## src/rtl/spi_rx_pkg.sv

```systemverilog
// Shared types and defaults for the SPI mode-0 receive slice.
package spi_rx_pkg;

  localparam int DEF_DATA_W      = 8;
  localparam int DEF_SYNC_STAGES = 2;

  typedef logic [0:0] state_t;
  localparam state_t ST_IDLE   = 1'b0;
  localparam state_t ST_ACTIVE = 1'b1;

  function automatic logic [7:0] sat_inc8(input logic [7:0] v);
    return (v == 8'hFF) ? v : v + 8'd1;
  endfunction

endpackage

```

## src/rtl/spi_slave_rx_if.sv

```systemverilog
// SPI pins plus receive-side strobes; master drives the pins, slave is the receiver.
interface spi_slave_rx_if #(parameter int DATA_W = spi_rx_pkg::DEF_DATA_W);

  logic              spi_sclk;
  logic              spi_cs_n;
  logic              spi_mosi;
  logic [DATA_W-1:0] rx_data;
  logic              rx_valid;
  logic              frame_start;
  logic              frame_end;
  logic              frame_err;
  logic [7:0]        byte_cnt;

  modport master (
    output spi_sclk, spi_cs_n, spi_mosi,
    input  rx_data, rx_valid, frame_start, frame_end, frame_err, byte_cnt
  );

  modport slave (
    input  spi_sclk, spi_cs_n, spi_mosi,
    output rx_data, rx_valid, frame_start, frame_end, frame_err, byte_cnt
  );

endinterface

```

## src/rtl/sync_edge.sv

```systemverilog
// Multi-flop synchronizer with registered one-cycle rise/fall detect.
module sync_edge #(
  parameter int   SYNC_STAGES = 2,
  parameter logic RST_LVL     = 1'b0
) (
  input  logic clk,
  input  logic rst,
  input  logic din,
  output logic lvl,
  output logic rise,
  output logic fall
);

  logic [SYNC_STAGES-1:0] sync_q;
  logic                   prev_q;

  // Reset to the idle line level so release with an idle line shows no edge.
  always_ff @(posedge clk) begin
    if (rst) begin
      sync_q <= {SYNC_STAGES{RST_LVL}};
      prev_q <= RST_LVL;
      rise   <= 1'b0;
      fall   <= 1'b0;
    end else begin
      sync_q <= {sync_q[SYNC_STAGES-2:0], din};
      prev_q <= sync_q[SYNC_STAGES-1];
      rise   <= sync_q[SYNC_STAGES-1] & ~prev_q;
      fall   <= ~sync_q[SYNC_STAGES-1] & prev_q;
    end
  end

  assign lvl = sync_q[SYNC_STAGES-1];

endmodule

```

## src/rtl/spi_slave_rx.sv

```systemverilog
// SPI mode-0 receive slave: oversampled pins, MSB-first word assembly, frame strobes.
module spi_slave_rx
  import spi_rx_pkg::*;
#(
  parameter int DATA_W      = DEF_DATA_W,
  parameter int SYNC_STAGES = DEF_SYNC_STAGES
) (
  input logic            clk,
  input logic            rst,
  spi_slave_rx_if.slave  bus
);

  localparam int             BCW      = $clog2(DATA_W);
  localparam logic [BCW-1:0] LAST_BIT = BCW'(DATA_W - 1);

  logic sclk_lvl, sclk_rise, sclk_fall;
  logic cs_lvl, cs_rise, cs_fall;

  sync_edge #(.SYNC_STAGES(SYNC_STAGES), .RST_LVL(1'b0)) u_sclk_sync (
    .clk(clk), .rst(rst), .din(bus.spi_sclk),
    .lvl(sclk_lvl), .rise(sclk_rise), .fall(sclk_fall)
  );

  sync_edge #(.SYNC_STAGES(SYNC_STAGES), .RST_LVL(1'b1)) u_cs_sync (
    .clk(clk), .rst(rst), .din(bus.spi_cs_n),
    .lvl(cs_lvl), .rise(cs_rise), .fall(cs_fall)
  );

  logic unused_sclk;
  assign unused_sclk = sclk_lvl ^ sclk_fall;

  // mosi gets one extra flop so it lines up with the registered sclk rise.
  logic [SYNC_STAGES-1:0] mosi_sync;
  logic                   mosi_q;
  logic [SYNC_STAGES-1:0] warm;
  logic                   cs_armed;

  always_ff @(posedge clk) begin
    if (rst) begin
      mosi_sync <= '0;
      mosi_q    <= 1'b0;
      warm      <= '0;
      cs_armed  <= 1'b0;
    end else begin
      mosi_sync <= {mosi_sync[SYNC_STAGES-2:0], bus.spi_mosi};
      mosi_q    <= mosi_sync[SYNC_STAGES-1];
      warm      <= {warm[SYNC_STAGES-2:0], 1'b1};
      // A frame may only open after a genuine (post-reset) high cs_n sample.
      cs_armed  <= cs_armed | (warm[SYNC_STAGES-1] & cs_lvl);
    end
  end

  state_t            state;
  logic [DATA_W-1:0] shift_q;
  logic [DATA_W-1:0] rx_data_q;
  logic [BCW-1:0]    bit_cnt;
  logic [7:0]        byte_cnt_q;
  logic              vld_p, fs_p, fe_p, err_p;
  logic              rx_valid_q, frame_start_q, frame_end_q, frame_err_q;

  always_ff @(posedge clk) begin
    if (rst) begin
      state         <= ST_IDLE;
      shift_q       <= '0;
      rx_data_q     <= '0;
      bit_cnt       <= '0;
      byte_cnt_q    <= '0;
      vld_p         <= 1'b0;
      fs_p          <= 1'b0;
      fe_p          <= 1'b0;
      err_p         <= 1'b0;
      rx_valid_q    <= 1'b0;
      frame_start_q <= 1'b0;
      frame_end_q   <= 1'b0;
      frame_err_q   <= 1'b0;
    end else begin
      vld_p         <= 1'b0;
      fs_p          <= 1'b0;
      fe_p          <= 1'b0;
      err_p         <= 1'b0;
      rx_valid_q    <= vld_p;
      frame_start_q <= fs_p;
      frame_end_q   <= fe_p;
      frame_err_q   <= err_p;
      case (state)
        ST_IDLE: begin
          if (cs_fall && cs_armed) begin
            state      <= ST_ACTIVE;
            bit_cnt    <= '0;
            byte_cnt_q <= '0;
            fs_p       <= 1'b1;
          end
        end
        default: begin
          // cs_n rise takes priority over a coincident sclk rise.
          if (cs_rise) begin
            state <= ST_IDLE;
            fe_p  <= 1'b1;
            err_p <= (bit_cnt != '0);
          end else if (sclk_rise) begin
            shift_q <= {shift_q[DATA_W-2:0], mosi_q};
            if (bit_cnt == LAST_BIT) begin
              bit_cnt    <= '0;
              rx_data_q  <= {shift_q[DATA_W-2:0], mosi_q};
              vld_p      <= 1'b1;
              byte_cnt_q <= sat_inc8(byte_cnt_q);
            end else begin
              bit_cnt <= bit_cnt + BCW'(1);
            end
          end
        end
      endcase
    end
  end

  assign bus.rx_data     = rx_data_q;
  assign bus.rx_valid    = rx_valid_q;
  assign bus.frame_start = frame_start_q;
  assign bus.frame_end   = frame_end_q;
  assign bus.frame_err   = frame_err_q;
  assign bus.byte_cnt    = byte_cnt_q;

endmodule
```

## src/flat_wrapper.sv

```systemverilog
// flat-port wrapper written by rule: the top's interface ports become plain ports
module spi_slave_rx_flat import spi_rx_pkg::*;
#(
  parameter int DATA_W      = DEF_DATA_W,
  parameter int SYNC_STAGES = DEF_SYNC_STAGES
)
  (clk, rst, bus_spi_sclk, bus_spi_cs_n, bus_spi_mosi, bus_rx_data, bus_rx_valid, bus_frame_start, bus_frame_end, bus_frame_err, bus_byte_cnt);
  spi_slave_rx_if #(.DATA_W(DATA_W)) bus_i ();
  input logic clk;
  input logic rst;
  input wire logic [$bits(bus_i.spi_sclk)-1:0] bus_spi_sclk;
  input wire logic [$bits(bus_i.spi_cs_n)-1:0] bus_spi_cs_n;
  input wire logic [$bits(bus_i.spi_mosi)-1:0] bus_spi_mosi;
  output wire logic [$bits(bus_i.rx_data)-1:0] bus_rx_data;
  output wire logic [$bits(bus_i.rx_valid)-1:0] bus_rx_valid;
  output wire logic [$bits(bus_i.frame_start)-1:0] bus_frame_start;
  output wire logic [$bits(bus_i.frame_end)-1:0] bus_frame_end;
  output wire logic [$bits(bus_i.frame_err)-1:0] bus_frame_err;
  output wire logic [$bits(bus_i.byte_cnt)-1:0] bus_byte_cnt;
  assign bus_i.spi_sclk = bus_spi_sclk;
  assign bus_i.spi_cs_n = bus_spi_cs_n;
  assign bus_i.spi_mosi = bus_spi_mosi;
  assign bus_rx_data = bus_i.rx_data;
  assign bus_rx_valid = bus_i.rx_valid;
  assign bus_frame_start = bus_i.frame_start;
  assign bus_frame_end = bus_i.frame_end;
  assign bus_frame_err = bus_i.frame_err;
  assign bus_byte_cnt = bus_i.byte_cnt;
  spi_slave_rx #(.DATA_W(DATA_W), .SYNC_STAGES(SYNC_STAGES)) u_core (.clk(clk), .rst(rst), .bus(bus_i));
endmodule
```

## config.mk

```make
export PLATFORM = sky130hd
export DESIGN_NAME = spi_slave_rx_flat
export DESIGN_NICKNAME = d
export VERILOG_FILES = /design/src/rtl/spi_rx_pkg.sv /design/src/rtl/spi_slave_rx_if.sv /design/src/rtl/sync_edge.sv /design/src/rtl/spi_slave_rx.sv /design/src/flat_wrapper.sv
export SDC_FILE = /design/constraint.sdc
export NUM_CORES = 1
export LEC_CHECK = 0
export CORE_MARGIN = 8
export CORE_UTILIZATION = 45
export DETAILED_ROUTE_END_ITERATION = 10
export GPL_TIMING_DRIVEN = 0
export PLACE_DENSITY = 0.68
export SYNTH_ARGS = -nofsm -noshare
export SYNTH_HDL_FRONTEND = slang
export SYNTH_SLANG_ARGS = --single-unit
```

## constraint.sdc

```tcl
create_clock -name clk -period 5.1 [get_ports clk]
set_clock_uncertainty 0.2 [all_clocks]
set_input_delay 1.53 -clock clk [delete_from_list [all_inputs] [get_ports clk]]
set_output_delay 1.53 -clock clk [all_outputs]
set_load 0.01 [all_outputs]
```

==> flow_summary.toml, run 1 <==
# yosys + openroad results
[run_status]
status = "complete, no violations"

[layout]
clockNetworkAreaShare_pct = 3.691
final-comb-area_sq_um = 708.2
buffer_area_share_pct = 13.61
antenna_cells = 0
syn_to_final_growth_pct = 21.43
num-fill-cells = 382

[timing]
finalHoldViolCount = 0
fin_hold_ws_ns = 0.1859
slew_viol_final = 0
tightest_slew_ns = 0.5406
setup-tns-final_ns = 0
clock.fmax_mhz = 325.2
setup_violations = 0

[min_path]
hold_start = "u_core.u_sclk_sync.prev_q$_SDFF_PP0_"
hp-class = "flop to flop"

[setup_path]
critPathKind = "flop to primary output"
rr_startpoint = "u_core.bit_cnt[0]$_SDFFE_PP0P_"
crit_end = "bus_byte_cnt[2]"
slowest_stage = "clkdlybuf4s50_1"
rrSetupSlack_ns = 3.05

[synth]
netlist_area_sq_mm = 0.001787
ys_warn_count = 0
ys_sh_simple_pct = 24.72
common_cells = "dfxtp_1, nand2_1, a21oi_1"
largest_area_cell = "dfxtp_1"
ys_async_sr_fraction_pct = 0
yosys.area_share.adder_pct = 2.801
avgSynthCellArea_sq_um = 9.210
most_common_cell = "dfxtp_1"
ys_cells = 194
postSynthSeqShare_pct = 56.02

[cts]
cts_inserted_buffers = 5
path_clk_slew_ns = 0.08
clock.latency.late_pin_ns = 0.30

[drt]
wl_met3_microns = 187
first_pass_iters = 4
met2WireLength_microns = 1598
drt_iter0_markers = 76
m1WireLength_microns = 1681
viasPerCell = 5.055

[pwr]
power.total_mw = 0.6292
irDropWorstVdd_v = 0.0001971

[grt]
busiest_layer = "met2"
grt_overflow = 0

[floorplanning]
taps = 50
placementRows = 23

[placed_design]
place.port_buffers = 24
-- run 1: sequential cells by signal, summed over array words and instances (netlist names), 2 cells and up --
name / count
u_core.u_sclk_sync.sync_q: 2
u_core.warm: 2
u_core.bus.rx_data: 8
u_core.u_cs_sync.sync_q: 2
u_core.shift_q: 7
u_core.bus.byte_cnt: 8
u_core.mosi_sync: 2
u_core.bit_cnt: 3
-- run 1: cells in the final DEF, fill, tap and decap left out, types with 4 or more instances in the layout --
master	n
dfxtp_1	50
nand2_1	33
a21oi_1	24
clkdlybuf4s50_1	24
nor2b_1	13
nand3_1	11
clkbuf_1	8
nor2_1	8
inv_1	6
clkbuf_8	5
ha_1	4
-- run 1: report_power, final --
part	leakage, nW	internal [mW]	switching [mW]
logic	0.339	0.00648	0.00872
registers	0.405	0.395	0.00166
clock network	0.0373	0.0942	0.123
run_1/congestion.png
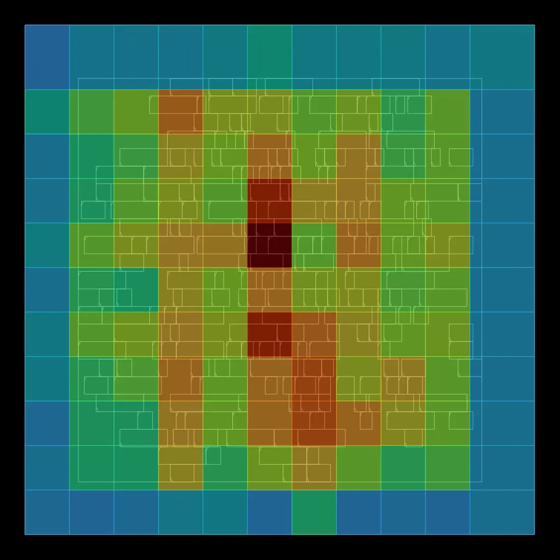
Routed WL per cell: 12.86 microns
met2 Usage GRT: 17.91%

run_1/layer_met1.png
The bar under the picture is 20 microns long.
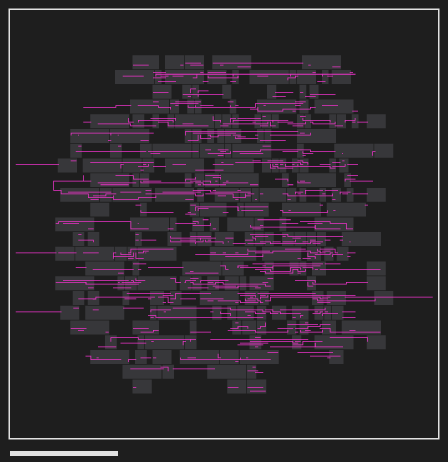
wire length on this layer	1680 microns
main direction	horizontal
total wire length: 3536 microns
via count: 1390

run_1/metal_density.png
The die is cut into 16 by 16 equal tiles; white is low, dark blue is high, scaled to the fullest tile. Values are wire area over tile area, all layers added.
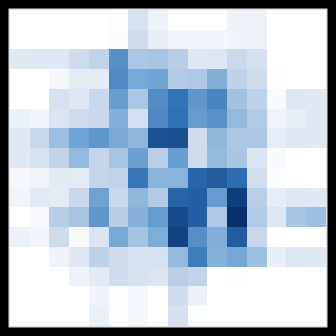
densest ninth of the die	centre
emptiest ninth of the die	lower left
fullest tile	0.40
mean over tiles	0.090
tiles over half the peak	15%
gr usage total: 11.69%

## Run 2: what changed since run 1
clock period = 3 ns   (was 5.1 ns; I/O delays follow)
run_2/layer_met1.png
The bar under the picture is 20 microns long.
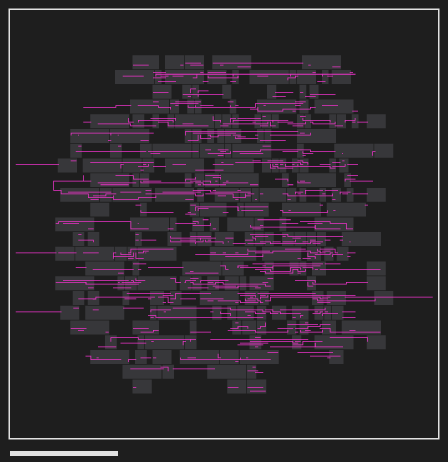
share of all routed wire	48%
nets with wire on the layer	212
wire length on this layer	1680 microns
grt met1 use: 14.26%

run_2/wires.png
The bar under the picture is 20 microns long. Only two layers are drawn.
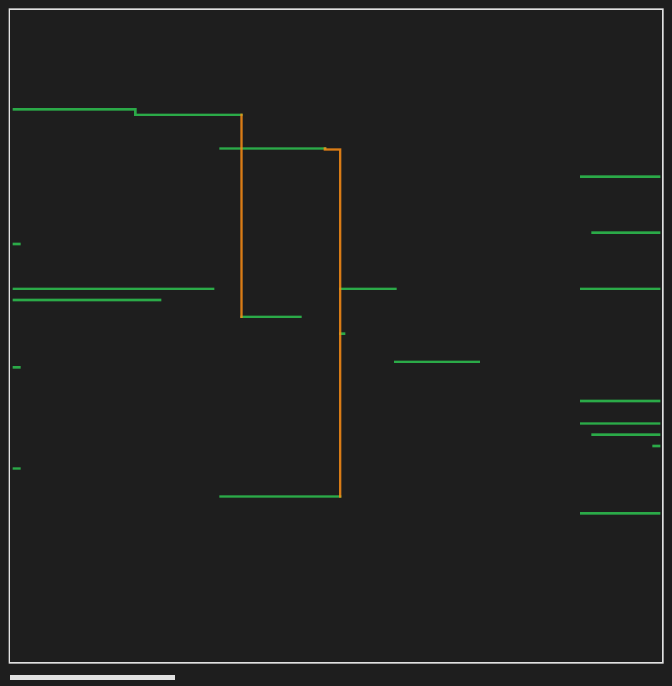
colour	layer	wire length
green	metal 3	187 microns
orange	metal 4	68.5 microns

==> run 2 against run 1 <==
Net effect: via count unchanged; synthesized cell count unchanged; final cell count unchanged; clock power increased by about 70%; register-to-register slack got worse by 2.1 ns; combinational power increased by about 70%; critical path type unchanged; count of clock-buffer cells in the layout unchanged; die area unchanged.
==> flow_summary.toml, run 2 <==
# yosys + openroad results
[run_status]
status = "complete, no violations"

[timing]
setup-tns-final_ns = 0
setup_violations = 0
clock.fmax_mhz = 409.1
finalHoldViolCount = 0
tightest_slew_ns = 0.5406

[setup_path]
critPathKind = "flop to primary output"
rrSetupSlack_ns = 0.95

[synth]
common_cells = "dfxtp_1, nand2_1, a21oi_1"
postSynthSeqShare_pct = 56.02
ys_cells = 194
largest_area_cell = "dfxtp_1"

[pwr]
power_switching_mw = 0.2273
powerSeq_mw = 0.674
clockPowerShare_pct = 34.6

[floorplanning]
taps = 50
placementRows = 23

[layout]
clockNetworkAreaShare_pct = 3.691
syn_to_final_growth_pct = 21.43

[drt]
drt-wirelength-per-cell_microns = 12.86

[placed_design]
place.port_buffers = 24

[grt]
track_usage_pct = 11.69

[cts]
cts_inserted_buffers = 5
-- run 2: per-stage QoR --
step	power (mW)	std cells	cell area, sq um	hold slack [ns]
after floorplan	0.7047	194	1787	0.1674
after global placement	0.7158	268	2090	0.1736
after detailed placement	0.7162	268	2090	0.1762
after CTS	1.083	275	2170	0.1906
after global routing	1.113	275	2170	0.2071
final	1.070	275	2170	0.1859
-- run 2: cells by family after synthesis --
kind of cell | count (synthesis) | share of synthesized area (%)
buffers and inverters | 17 | 4.342
and+or+nand+nor | 85 | 24.72
AOI/OAI and AO/OA | 38 | 12.12
adders and majority gates | 4 | 2.801
DFF | 50 | 56.02
-- run 2: per-layer routing --
layer	GRT usage, %	vias to the layer above	share of wire, %
li1	-	718	-
met1	14.26	646	48
met5	0	-	0
met4	5.926	0	1.9
met2	17.91	20	45
met3	3.950	6	5.3
## Run 3: what changed since run 2
clock period = 2.4 ns   (was 3 ns; I/O delays follow)
run_3/congestion.png
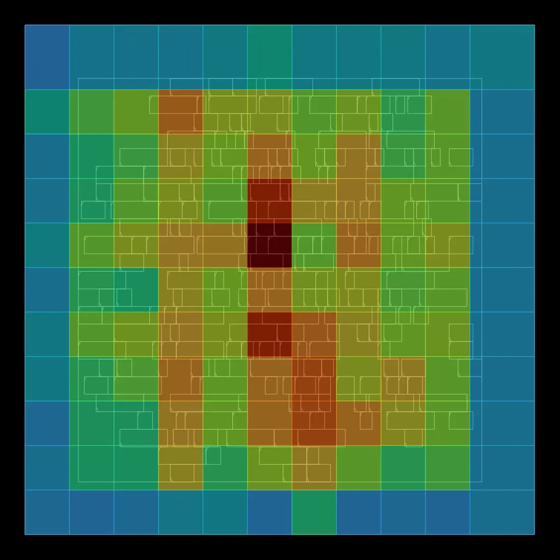
busiest grt layer: met2
final cell utilization of the core: 55.43%
met3 usage: 3.950%

run_3/detail.png
The bar under the picture is 5 microns long. Window x 49 to 69, y 49 to 69 microns. Cells in grey, sequential cells in the stronger grey; small squares are vias.
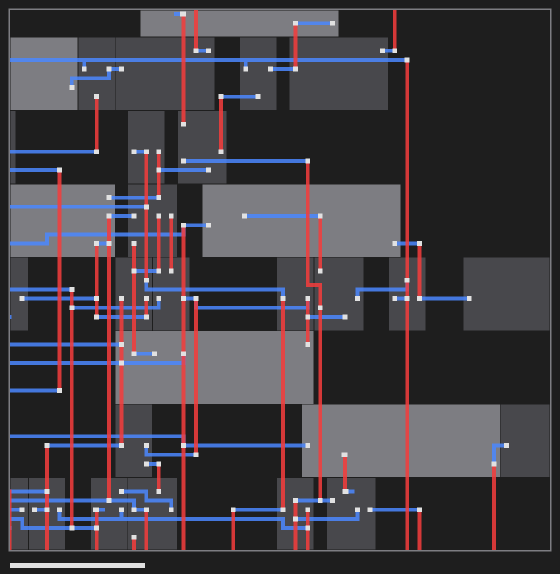
colour	layer
red	metal 2
blue	metal 1
cells with their middle in the window	23
netlist names of flops here include	u_core.bus.rx_data (2), u_core.shift_q (2)
sequential cells in the window	4
most frequent	nand2_1 (11), a21oi_1 (5), dfxtp_1 (4)

==> run 3 against run 2 <==
Net effect: die area stayed put; highest routed layer unchanged; flip-flop count unchanged; cell area is the same; combinational power grew 25%; count of clock-buffer cells in the layout stayed put; largest cell class unchanged; sequential power is 25% higher; critical path depth is the same.
==> flow_summary.toml, run 3 <==
# yosys + openroad results
[layout]
final-comb-area_sq_um = 708.2
syn_to_final_growth_pct = 21.43
finalInstanceArea_sq_mm = 0.002170
antenna_cells = 0
buffer_area_share_pct = 13.61

[timing]
setup-tns-final_ns = 0
finalHoldViolCount = 0
slew_viol_final = 0
tightest_slew_ns = 0.5406

[synth]
netlist_area_sq_mm = 0.001787
muxShareOfSynthArea_pct = 0
xor_share_pct = 0
ys_cells = 194
ys_warn_count = 0
yosys.area_share.adder_pct = 2.801

[cts]
clock.latency.late_pin_ns = 0.30
cts_inserted_buffers = 5
path_clk_slew_ns = 0.08

[setup_path]
crit_end = "bus_byte_cnt[2]"
rrSetupSlack_ns = 0.35
critPathKind = "flop to primary output"
rr_startpoint = "u_core.bit_cnt[0]$_SDFFE_PP0P_"

[drt]
met2WireLength_microns = 1598
wl_met3_microns = 187
m1WireLength_microns = 1681
drt-wirelength-per-cell_microns = 12.86

[pwr]
power_switching_mw = 0.2841
irDropWorstVdd_v = 0.0004189
power.internal_mw = 1.053
seq_power_share_pct = 63.0

[grt]
met2_usage_pct = 17.91
gr-usage-met1_pct = 14.26
track_usage_pct = 11.69

[floorplanning]
taps = 50

[run_status]
status = "complete, no violations"

[placed_design]
placed_area_sq_mm = 0.002090
## run 3: cell counts after synthesis
Identical to the previous run, type by type.
## run 3: stage by stage
stage               hold WS [ns]  setup WS [ns]  instances  total power [mW]
CTS                       0.1906         0.1255        275             1.354
global placement          0.1736        -0.1266        268            0.8947
finish                    0.1859         0.1353        275             1.337
global route              0.2071        0.07512        275             1.391
floorplan                 0.1674         0.6621        194            0.8809
detailed placement        0.1762        -0.1112        268            0.8952
## run 3: power by group through the flow
stage | clock, mW | combinational (mW) | sequential, mW
after floorplan | 0 | 0.0196 | 0.861
after global placement | 0 | 0.0325 | 0.862
after detailed placement | 0 | 0.0328 | 0.862
after CTS | 0.478 | 0.0330 | 0.843
after global routing | 0.511 | 0.0363 | 0.844
final | 0.462 | 0.0323 | 0.843
Power and IR drop assume default switching activity.
